layers.png
(4 px per um) Two of the layers only.
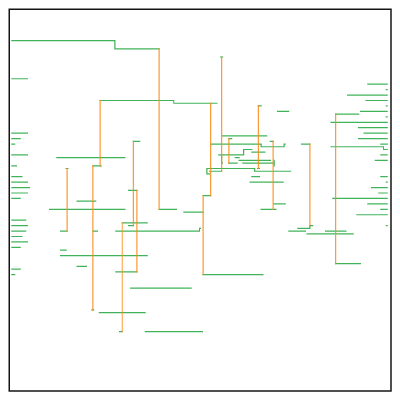
ff_map.png
(4 px per um) Other sequential cells in the stronger gray, the rest of the logic in the fainter gray.
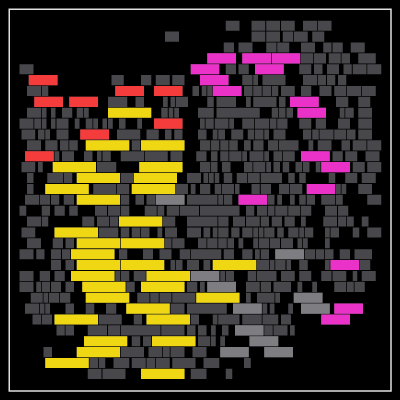
m4.png
(4 px per um) Supply wires on this layer in gray.
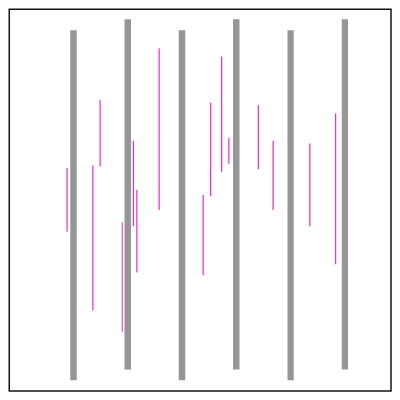
==> src/rtl/halt_pkg.sv <==
// Shared types for the halt controller: FSM states and halt-cause encodings.
package halt_pkg;

  typedef enum logic [1:0] {
    ST_IDLE  = 2'd0,
    ST_RUN   = 2'd1,
    ST_BREAK = 2'd2,
    ST_DONE  = 2'd3
  } halt_state_e;

  typedef enum logic [1:0] {
    CAUSE_NONE    = 2'd0,
    CAUSE_END     = 2'd1,
    CAUSE_BP      = 2'd2,
    CAUSE_TIMEOUT = 2'd3
  } halt_cause_e;

endpackage

==> src/rtl/halt_bp_match.sv <==
// Breakpoint slot storage plus PC comparators and a lowest-index-wins priority encoder.
module halt_bp_match #(
  parameter int PC_W   = 8,
  parameter int NUM_BP = 4,
  parameter int IDX_W  = (NUM_BP > 1) ? $clog2(NUM_BP) : 1
) (
  input  logic             clk,
  input  logic             reset,
  input  logic             bp_wr_en,
  input  logic [IDX_W-1:0] bp_wr_idx,
  input  logic [PC_W-1:0]  bp_wr_addr,
  input  logic             bp_wr_valid,
  input  logic [PC_W-1:0]  pc_curr,
  output logic             hit,
  output logic [IDX_W-1:0] hit_idx
);

  logic [PC_W-1:0]   r_addr [NUM_BP];
  logic [NUM_BP-1:0] r_valid;
  logic [NUM_BP-1:0] w_match;

  // Indices at or above NUM_BP match no slot, so such writes fall through.
  always_ff @(posedge clk) begin
    if (reset) begin
      for (int i = 0; i < NUM_BP; i++) begin
        r_addr[i]  <= '0;
        r_valid[i] <= 1'b0;
      end
    end else if (bp_wr_en) begin
      for (int i = 0; i < NUM_BP; i++) begin
        if (bp_wr_idx == IDX_W'(i)) begin
          r_addr[i]  <= bp_wr_addr;
          r_valid[i] <= bp_wr_valid;
        end
      end
    end
  end

  genvar gi;
  generate
    for (gi = 0; gi < NUM_BP; gi++) begin : g_cmp
      assign w_match[gi] = r_valid[gi] && (r_addr[gi] == pc_curr);
    end
  endgenerate

  // Scan downward so the lowest matching index is the last one written.
  always_comb begin
    hit     = 1'b0;
    hit_idx = '0;
    for (int i = NUM_BP - 1; i >= 0; i--) begin
      if (w_match[i]) begin
        hit     = 1'b1;
        hit_idx = IDX_W'(i);
      end
    end
  end

endmodule

==> src/rtl/halt_ctrl.sv <==
// Halt controller: stops the core on end-PC match, breakpoint or cycle timeout,
// reports the cause, and supports resume-from-breakpoint.
module halt_ctrl
  import halt_pkg::*;
#(
  parameter int PC_W   = 8,
  parameter int NUM_BP = 4,
  parameter int CYC_W  = 16,
  parameter int IDX_W  = (NUM_BP > 1) ? $clog2(NUM_BP) : 1
) (
  input  logic             clk,
  input  logic             reset,
  input  logic [PC_W-1:0]  pc_curr,
  input  logic [PC_W-1:0]  pc_end,
  input  logic             start,
  input  logic             resume,
  input  logic             bp_wr_en,
  input  logic [IDX_W-1:0] bp_wr_idx,
  input  logic [PC_W-1:0]  bp_wr_addr,
  input  logic             bp_wr_valid,
  input  logic [CYC_W-1:0] timeout_limit,
  output logic             halt,
  output logic [1:0]       halt_cause,
  output logic [IDX_W-1:0] bp_hit_idx,
  output logic [CYC_W-1:0] cycle_count
);

  halt_state_e      r_state, w_state_next;
  halt_cause_e      r_cause, w_cause_next, w_run_cause;
  logic [PC_W-1:0]  r_end_pc, w_end_pc_next;
  logic [CYC_W-1:0] r_cycle, w_cycle_next;
  logic [IDX_W-1:0] r_bp_idx, w_bp_idx_next;
  logic             r_bp_sup, w_bp_sup_next;

  logic             w_bp_hit;
  logic [IDX_W-1:0] w_bp_idx;
  logic             w_end_match, w_bp_match, w_to_match, w_any_match;

  halt_bp_match #(
    .PC_W  (PC_W),
    .NUM_BP(NUM_BP),
    .IDX_W (IDX_W)
  ) u_bp (
    .clk        (clk),
    .reset      (reset),
    .bp_wr_en   (bp_wr_en),
    .bp_wr_idx  (bp_wr_idx),
    .bp_wr_addr (bp_wr_addr),
    .bp_wr_valid(bp_wr_valid),
    .pc_curr    (pc_curr),
    .hit        (w_bp_hit),
    .hit_idx    (w_bp_idx)
  );

  assign w_end_match = (pc_curr == r_end_pc);
  assign w_bp_match  = w_bp_hit && !r_bp_sup;
  assign w_to_match  = (timeout_limit != '0) && (r_cycle == timeout_limit);
  assign w_any_match = w_end_match || w_bp_match || w_to_match;

  always_comb begin
    w_run_cause = CAUSE_NONE;
    if (w_end_match)     w_run_cause = CAUSE_END;
    else if (w_bp_match) w_run_cause = CAUSE_BP;
    else if (w_to_match) w_run_cause = CAUSE_TIMEOUT;
  end

  always_ff @(posedge clk) begin
    if (reset) begin
      r_state  <= ST_IDLE;
      r_cause  <= CAUSE_NONE;
      r_end_pc <= '0;
      r_cycle  <= '0;
      r_bp_idx <= '0;
      r_bp_sup <= 1'b0;
    end else begin
      r_state  <= w_state_next;
      r_cause  <= w_cause_next;
      r_end_pc <= w_end_pc_next;
      r_cycle  <= w_cycle_next;
      r_bp_idx <= w_bp_idx_next;
      r_bp_sup <= w_bp_sup_next;
    end
  end

  always_comb begin
    w_state_next  = r_state;
    w_cause_next  = r_cause;
    w_end_pc_next = r_end_pc;
    w_cycle_next  = r_cycle;
    w_bp_idx_next = r_bp_idx;
    w_bp_sup_next = 1'b0;
    case (r_state)
      ST_IDLE, ST_DONE: begin
        if (start) begin
          w_state_next  = ST_RUN;
          w_end_pc_next = pc_end;
          w_cycle_next  = '0;
          w_cause_next  = CAUSE_NONE;
        end
      end
      ST_RUN: begin
        if (w_any_match) begin
          w_cause_next = w_run_cause;
          if (w_run_cause == CAUSE_BP) begin
            w_state_next  = ST_BREAK;
            w_bp_idx_next = w_bp_idx;
          end else begin
            w_state_next = ST_DONE;
          end
        end else if (r_cycle != '1) begin
          w_cycle_next = r_cycle + 1'b1;
        end
      end
      ST_BREAK: begin
        if (resume) begin
          w_state_next  = ST_RUN;
          w_bp_sup_next = 1'b1;
        end
      end
      default: w_state_next = ST_IDLE;
    endcase
  end

  // Outside RUN the outputs reflect the latched halt; inside RUN they track the live match.
  assign halt        = (r_state != ST_RUN) || w_any_match;
  assign halt_cause  = (r_state == ST_RUN) ? w_run_cause : r_cause;
  assign bp_hit_idx  = (r_state == ST_RUN && w_run_cause == CAUSE_BP) ? w_bp_idx : r_bp_idx;
  assign cycle_count = r_cycle;

endmodule

==> config.mk <==
export PLATFORM = sky130hd
export DESIGN_NAME = halt_ctrl
export DESIGN_NICKNAME = d
export VERILOG_FILES = /design/src/rtl/halt_pkg.sv /design/src/rtl/halt_bp_match.sv /design/src/rtl/halt_ctrl.sv
export SDC_FILE = /design/constraint.sdc
export NUM_CORES = 1
export LEC_CHECK = 0
export CORE_MARGIN = 2
export CORE_UTILIZATION = 46
export DETAILED_ROUTE_END_ITERATION = 7
export MAX_ROUTING_LAYER = met4
export PLACE_DENSITY = 0.75
export REMOVE_ABC_BUFFERS = 1
export SYNTH_ARGS = -nofsm -noshare
export SYNTH_HDL_FRONTEND = slang
export SYNTH_SLANG_ARGS = --single-unit
export TNS_END_PERCENT = 5
==> constraint.sdc <==
create_clock -name clk -period 2.9 [get_ports clk]
set_input_delay 0.58 -clock clk [delete_from_list [all_inputs] [get_ports clk]]
set_output_delay 0.58 -clock clk [all_outputs]
set_load 0.01 [all_outputs]
==> run summary <==
Implementation summary

The cell type with the highest aggregate area in the netlist is edfxtp_1. The area growth from synthesis to layout is 37.2%. For the worst setup path, the data arrival time is 2.26 ns.

The transition time at the pin with the least slew margin is 0.593 ns. The post-synthesis share of cell area spent on and, or, nand and nor gates is 24.2%. The placeable core region is 0.00813 mm2.

The routed wire length is 10800 um. The chip height is 95.1 um. The leakage power in the latest report is 2.05 nW. The tool flagged a number of max-cap violations equal to 0. According to the floorplan report, the total die area is approximately 0.009 mm2. The floorplan step set the die width to 95.1 um. The synthesis report gives the async set-or-reset register share as 0%. The instance tally after logic synthesis is 398.

The worst supply voltage drop on vdd is 0.299 mV. The tightest min-delay check is of the reg2reg type. The area share of fa/ha/maj cells after synthesis is 0.984%. The area share of the largest cell type after synthesis is roughly 25%. Summing the areas of all compound-gate instances in the mapped netlist gives 10.7% of the synthesized area. The number of global-route vias before repair is approximately 3500.

The design draws 2.72 mW. The number of vias per cell is approximately 5.6. The worst-case headroom to the max-slew limit is between 60% and 70%. The count of placed standard cells including taps is approximately 600.

Counting distinct cell types in the post-synthesis netlist gives 55. Of the total synthesized cell area, the portion taken by XOR and XNOR cells is 13.5%. The number of placement rows is 33. Leaving out fill and tap cells, the most frequent cell in the layout is buf_4.

about 70 I/O pins were placed. Counting endpoints that fail hold in the final report gives 0. The length of the first detailed-routing pass in iterations is 4. The count of yosys warnings during synthesis is 0. Per the post-CTS timing run, clock transition at the registers of the reported paths is ~0.070 ns.

The cell area after layout is between 0.005 and 0.006 mm2. By area the synthesized netlist is led by edfxtp_1 25%, dfxtp_1 18%, xnor2_1 9.6%. The clock tree root buffer cell is clkbuf_8.

After routing, the total negative slack on setup checks comes to 0 ns. The pin count of the biggest net entering global routing is 23. The final count of negative-setup-slack endpoints is 0. The minimum period implied by the final worst setup slack is about 2.8 ns. The first global-routing pass estimated 17000 um of wire. The share of the Yosys chip area taken by registers is 43.6%. TritonCTS built the clock tree. Global routing used around a quarter of the available tracks across all layers. The endpoint type of the worst setup path is an output port. The number of antenna violations at the first check in global routing is 0. Per the cell usage report, the commonest logic cells after layout are 55 x buf_4, 54 x clkdlybuf4s50_1, 44 x nand2_1, 35 x dfxtp_1, 33 x xnor2_1.

The CTS H-tree depth is 3. The yosys synthesis chip area is about 0.0038 mm2. The clock tree skew after final layout is a little under 0.008 ns. The run finished with clean final reports.

Summing all multiplexer cells gives an area fraction of 1.94%. Setup slack on the critical path of the routed design comes to 0.0583 ns. The fraction of layout cells with a size suffix above 1 is between 20% and 30%. The final report gives the core utilization as 64.3%. The final clock period utilization by the worst path is 98.0%. The critical path class is in2out. The worst setup path is launched from an input pin. In the Yosys report the total cell count is between 300 and 400. The average wire per standard cell is 17.3 um. Buffers inserted during clock tree synthesis total 9. Yosys shows that the main logic family after synthesis is simple AND/OR/NAND/NOR gates. In the final report, the number of pins over their slew limit comes to 0. The final routed DRC violation total is 0.

The final RePlAce weighted congestion is 0.932. After synthesis the netlist holds a flip-flop and latch count of 67. Summed over all nets, the half-perimeter wirelength after detailed placement is 7990 um. The count of tool warnings is 27. The total number of vias is 3466. The overflow left after global routing is 0. The pre-CTS setup check shows a worst slack of -0.844 ns. The count of flip-flops with a built-in enable after synthesis is 32. The dominant register cell in the synthesized netlist is dfxtp_1. The number of input and output port buffers inserted is about 68. Final hold analysis gives a worst-case slack of between 0.4 and 0.5 ns. The highest clock rate is 0.352 GHz.

The critical path required time is about 2.3 ns. The tree built by TritonCTS fans out to approximately 67 sinks. The average instance area after synthesis is ~9.6 um2. The initial utilization of the core area, before any placement, comes to between 40% and 50%. In this run the cell area measured after placement is 0.00489 mm2. The largest fanout of any net on the critical path is 5.

The net total in the final layout is approximately 560. The hold buffer count at CTS is 0. The violation count after the first detailed-route iteration is 163. The number of antenna-violating nets in the routed design is 0. The latest clock arrival within the worst-skew pair is 0.35 ns. The number of antenna diodes in the final layout is 0. Setup repair after global routing could not meet its margin everywhere. The synthesized netlist occupies a cell area of 0.00381 mm2. Dividing total power by cell area gives a power density of between 500 and 600 mW/mm2. The clock passes through at most 2 buffers.

The number of standard cells in the layout, taps in and fillers out is between 600 and 700.
About layers.png:
Orange is M4, wire length 345 um. Green is M3, wire length 572 um.

About ff_map.png:
Magenta is `cycle_count`, flops 16. Red is `r_end_pc`, flops 8, where upper left. Yellow is `u_bp.r_addr`, flops 32.

About m4.png:
The layer holds 3.2% of the routed length. 12 nets have wire on it.

-- path summary, 6_finish.rpt --
path / start / endpoint / slack (ns) / depth (start not counted)
setup reg to reg: u_bp.r_addr[0][12] / r_state[0] / 0.40 / 9
setup / recovery: pc_curr[1] / bp_hit_idx[0] / 0.06 / 9
hold reg to reg: r_end_pc[0] / r_end_pc[0] / 0.48 / 2
hold / removal: r_end_pc[0] / r_end_pc[0] / 0.48 / 2
-- synth_stat cells (all sizes together), types with 4 or more instances --
cell type and number:
dfxtp 35, inv 12, clkbuf 9, mux2i 4, a21oi 21, nor3 5, nand3 14, nor2b 4
and3 22, a31oi 4, nor2 20, xnor2 45, edfxtp 32, nand2 44, nor4 10, nand2b 5
buf 13, nand4 16, o21ai 10, xor2 11, and2 22
-- cell type report --
class,instances,area (um2)
sequential,67,1660
clock inverter,5,53.8
clock buffer,11,131
inverter,13,48.8
tap,105,131
timing repair buffer,126,1080
fill,678,2900
multi-input combinational,296,2130
-- layer usage --
metal | wire length, um | share of wire (%) | global-route usage [%] | vias up
met4 | 344 | 3.2 | 12.7 | 0
met5 | 0 | 0 | - | -
met2 | 5610 | 52 | 45.4 | 127
li1 | - | - | - | 1651
met1 | 4260 | 39 | 29.0 | 1655
met3 | 571 | 5.3 | 4.51 | 33
-- critical path, stage by stage --
cell     delay, ns
buf_2         0.10
buf_6         0.14
xnor2_1       0.26
nand4_1       0.20
nor3_2        0.23
o41ai_4       0.12
nor2_2        0.17
mux2_4        0.33
buf_2         0.14
-- timing repair --
item,in CTS,in global routing
pin swaps,21,7
buffers inserted,5,1
gates resized,72,7
endpoints found under the setup margin,7,5
-- power breakdown --
part	switching, mW	leakage [nW]	internal (mW)
combinational	0.467	1.36	0.377
sequential	0.0558	0.599	1.07
clock	0.355	0.0886	0.393
-- sequential cells by signal, indices dropped and copies added (netlist names) --
register / flops
cycle_count: 16
r_bp_idx: 2
r_bp_sup: 1
r_cause: 2
r_end_pc: 8
r_state: 2
u_bp.r_addr: 32
u_bp.r_valid: 4
-- cells by family (layout without fill, tap and decap cells) --
| group | after synthesis | after routing |
|---|---|---|
| simple gates | 171 | 171 |
| flops | 67 | 67 |
| compound gates | 59 | 59 |
| xor+xnor | 56 | 56 |
| buf+inv | 35 | 155 |
| mux | 7 | 7 |
| fa+ha+maj | 3 | 3 |
Power and IR drop assume default switching activity.
